### Signal wires on met1, run 1

Bar = 20 µm. Cells faint in the background.
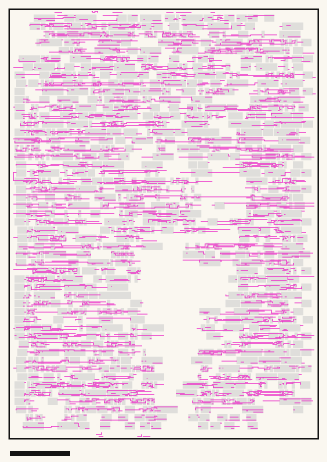
### M2 wires, run 1

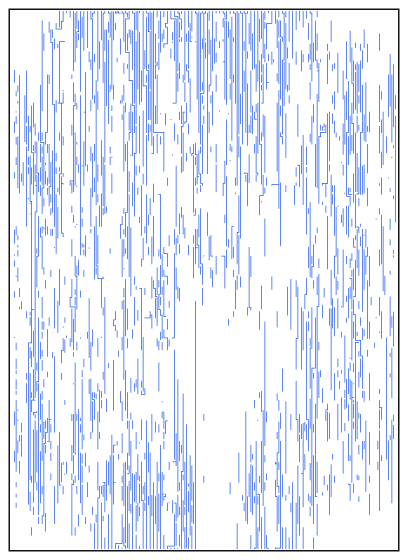
### Metal 3, run 1

Bar = 20 µm.
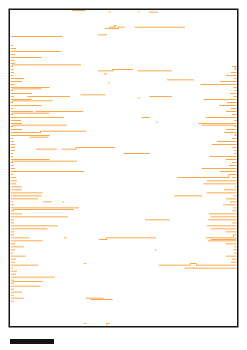
### Metal 4, run 1

Bar = 20 µm.
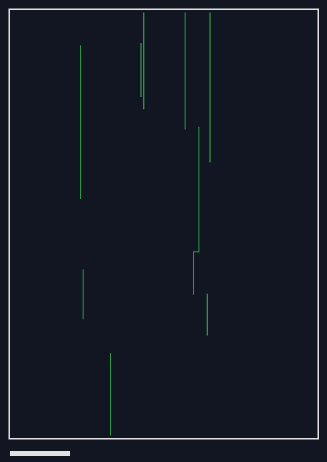
--- config.mk ---
export PLATFORM = sky130hd
export DESIGN_NAME = mem_arbiter
export DESIGN_NICKNAME = d
export VERILOG_FILES = /design/src/rtl/common_types_pkg.sv /design/src/rtl/mem_arbiter.sv
export SDC_FILE = /design/constraint.sdc
export NUM_CORES = 1
export LEC_CHECK = 0
export ABC_AREA = 1
export CAP_MARGIN = 0
export CORE_ASPECT_RATIO = 1.4
export CORE_UTILIZATION = 40
export CTS_BUF_LIST = sky130_fd_sc_hd__clkbuf_8
export DETAILED_ROUTE_END_ITERATION = 10
export PLACE_DENSITY = 0.79
export SETUP_SLACK_MARGIN = 0.3
export SYNTH_ARGS = -nofsm -noshare
export SYNTH_HDL_FRONTEND = slang
export SYNTH_SLANG_ARGS = --single-unit
--- constraint.sdc ---
create_clock -name clk -period 3 [get_ports clk]
set_input_delay 0.3 -clock clk [delete_from_list [all_inputs] [get_ports clk]]
set_output_delay 0.3 -clock clk [all_outputs]
set_load 0.05 [all_outputs]
--- src/rtl/common_types_pkg.sv ---
// Shared types for the pipeline memory path: 32-bit words and the arbiter state encoding.
package common_types_pkg;

  typedef logic [31:0] word_t;

  typedef enum logic [1:0] {
    IDLE,
    GRANT_I,
    GRANT_D,
    DONE
  } arb_state_t;

  localparam logic [3:0] STRB_ALL = 4'hF;

endpackage

--- src/rtl/mem_arbiter.sv ---
// Single-port memory arbiter: data-priority with fetch anti-starvation; one access in flight,
// strobes from cycle 1 after grant, hit pulse one cycle after mem_ready, minimum 3 cycles/access.
module mem_arbiter
  import common_types_pkg::*;
#(
  parameter int STARVE_MAX = 4
) (
  input  logic        clk,
  input  logic        rst,
  input  logic        iren,
  input  logic [31:0] iaddr,
  output logic [31:0] iload,
  output logic        ihit,
  input  logic        dren,
  input  logic        dwen,
  input  logic [31:0] daddr,
  input  logic [31:0] dstore,
  input  logic [3:0]  dstrb,
  output logic [31:0] dload,
  output logic        dhit,
  output logic        mem_ren,
  output logic        mem_wen,
  output logic [31:0] mem_addr,
  output logic [31:0] mem_wdata,
  output logic [3:0]  mem_strb,
  input  logic [31:0] mem_rdata,
  input  logic        mem_ready
);

  arb_state_t state;
  logic [3:0] starve_cnt;
  logic       data_req;
  logic       fetch_starved;

  assign data_req      = dren | dwen;
  assign fetch_starved = iren && (starve_cnt == 4'(STARVE_MAX));

  // The mem_* outputs double as the request registers, so they stay frozen for the whole grant.
  always_ff @(posedge clk) begin
    if (rst) begin
      state      <= IDLE;
      starve_cnt <= '0;
      ihit       <= 1'b0;
      dhit       <= 1'b0;
      iload      <= '0;
      dload      <= '0;
      mem_ren    <= 1'b0;
      mem_wen    <= 1'b0;
      mem_addr   <= '0;
      mem_wdata  <= '0;
      mem_strb   <= '0;
    end else begin
      case (state)
        IDLE: begin
          if (data_req && !fetch_starved) begin
            state     <= GRANT_D;
            mem_ren   <= ~dwen;
            mem_wen   <= dwen;
            mem_addr  <= daddr;
            mem_wdata <= dstore;
            mem_strb  <= dwen ? dstrb : STRB_ALL;
            if (iren && (starve_cnt != 4'(STARVE_MAX))) begin
              starve_cnt <= starve_cnt + 4'd1;
            end
          end else if (iren) begin
            state      <= GRANT_I;
            mem_ren    <= 1'b1;
            mem_wen    <= 1'b0;
            mem_addr   <= iaddr;
            mem_wdata  <= '0;
            mem_strb   <= STRB_ALL;
            starve_cnt <= '0;
          end
        end
        GRANT_I: begin
          if (mem_ready) begin
            state   <= DONE;
            iload   <= mem_rdata;
            ihit    <= 1'b1;
            mem_ren <= 1'b0;
            mem_wen <= 1'b0;
          end
        end
        GRANT_D: begin
          if (mem_ready) begin
            state   <= DONE;
            dload   <= mem_rdata;
            dhit    <= 1'b1;
            mem_ren <= 1'b0;
            mem_wen <= 1'b0;
          end
        end
        DONE: begin
          // No grant here: the finished requester's line may still be high this cycle.
          state <= IDLE;
          ihit  <= 1'b0;
          dhit  <= 1'b0;
        end
        default: state <= IDLE;
      endcase
    end
  end

endmodule

==> summary.txt, run 1 <==
run metrics: status=finished clean, registers=142, clock network share of area=4.90%, largest net degree at the start of global routing=69, final core occ=64.3%, CP startpoint=starve_cnt[0], Core Region=0.0138 mm², seq pwr=0.00269 W, Tapcells=185, vias per cell=4.66, Worst R2R Start=starve_cnt[0], met3 Use GR=8.03%, Top pwr grp=combinational cells, vias in the first global route=5440, wire length of the first global-routing pass=26000 µm, Reg power frac=29.9%, setup tns final=0 ns, DRT met1 WL=6150 µm, final worst slack=1.01 ns, final worst clock skew=0.00990 ns, CTS tree=built, final setup vio count=0, Post-synth EDFFs=0, RSZ-0062 raised after global routing=no, crit path DRT=3.35 ns, chip area line of the yosys report=0.00566 mm², nonclk buf count=282, top-count cell post-synth=nor2_1, Compound Share, Synth=9.92%, H-tree depth=4, Reg2Reg Setup Slack=1.01 ns, WL met2=8660 µm, combinational share of power=51.7%, total die size=0.0146 mm², die height=143 µm, synthesis-to-layout area growth=57.3%, FMAX=0.503 GHz, Final Cell Area=0.00890 mm², post-synthesis instance area=0.00566 mm², WHS=0.416 ns, slew margin rel.=53.3%, met3 wire len=1510 µm, number of cells in Yosys stat=792, placement-stage worst setup slack=0.752 ns, Max Cap Violations=0, Die X=103 µm, Comb area=0.00241 mm², hold violation total from the final report=0, Top logic family=simple AND/OR/NAND/NOR gates, Root Driver=clkbuf_8, num ports=274
Back to the opening pictures, 'Signal wires on met1':
share of all routed wire: 37%
nets with wire on the layer: 1037
wire length on this layer: 6150 µm
vias: 5798
GR Layer Usage met1: 24.2%
final WL: 16600 µm

Back to the opening pictures, 'M2 wires':
nets with wire on the layer: 895
longest straight run: 65.5 µm

Back to the opening pictures, 'Metal 3':
main direction: horizontal
share of all routed wire: 9.1%
nets with wire on the layer: 173
longest straight run: 32.9 µm

Back to the opening pictures, 'Metal 4':
nets with wire on the layer: 7
share of all routed wire: 1.8%

==> run 2: changes to the inputs <==
Clock period 3 ns to 2 ns, I/O delays scaled along.
### Metal 3, run 2

Bar = 20 µm.
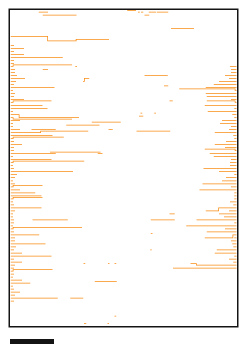
nets with wire on the layer: 174
share of all routed wire: 8.2%

### Signal wires on met1, run 2

Bar = 20 µm. Cells faint in the background.
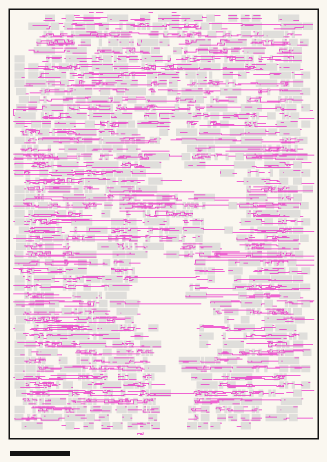
main direction: horizontal
nets with wire on the layer: 1041
share of all routed wire: 39%
wire length on this layer: 6640 µm

==> summary.txt, run 2 <==
run metrics: status=finished clean, Post-synth EDFFs=0 (unchanged), WL met2=8550 µm (-1.3%), CP Max Fanout=23, Core Region=0.0138 mm² (unchanged), final core occ=64.5% (+0.14 points), seq pwr=0.00400 W (+49%), wire length of the first global-routing pass=26400 µm (+1.3%), largest net degree at the start of global routing=74 (+7.2%), GRT Residual Overflow=0, Final Cell Area=0.00892 mm² (+0.22%), Compound Share, Synth=9.92% (unchanged), nonclk buf count=296 (+5.0%), final worst clock skew=0.00898 ns (-0.000919 ns), CTS tree=built, post-synthesis instance area=0.00566 mm² (unchanged), Root Driver=clkbuf_8, num ports=274 (unchanged), Reg power frac=30.1% (+0.2 points), Top logic family=simple AND/OR/NAND/NOR gates, vias in the first global route=5372 (-1.3%), Max Cap Violations=0 (unchanged), PD cells=1490 mW/mm², vias per cell=4.72 (+1.3%), final worst slack=0.399 ns (-0.614 ns), number of cells in Yosys stat=792 (unchanged), vias=5933 (+2.3%), combinational share of power=51.7% (about the same), WHS=0.281 ns (-0.135 ns), top-count cell post-synth=nor2_1, DRT met1 WL=6640 µm (+8.1%), clk pwr=0.00243 W, Worst R2R Start=state[1], total die size=0.0146 mm² (unchanged), final WL=17000 µm (+2.3%), clock network share of area=4.72% (-0.18 points), Comb area=0.00241 mm² (+0.10%), chip area line of the yosys report=0.00566 mm² (unchanged), Top pwr grp=combinational cells, Die X=103 µm (unchanged), slew margin rel.=62.7% (+9.4 points), H-tree depth=4 (unchanged), setup tns final=0 ns (unchanged), RSZ-0062 raised after global routing=yes
Power and IR drop assume default switching activity.
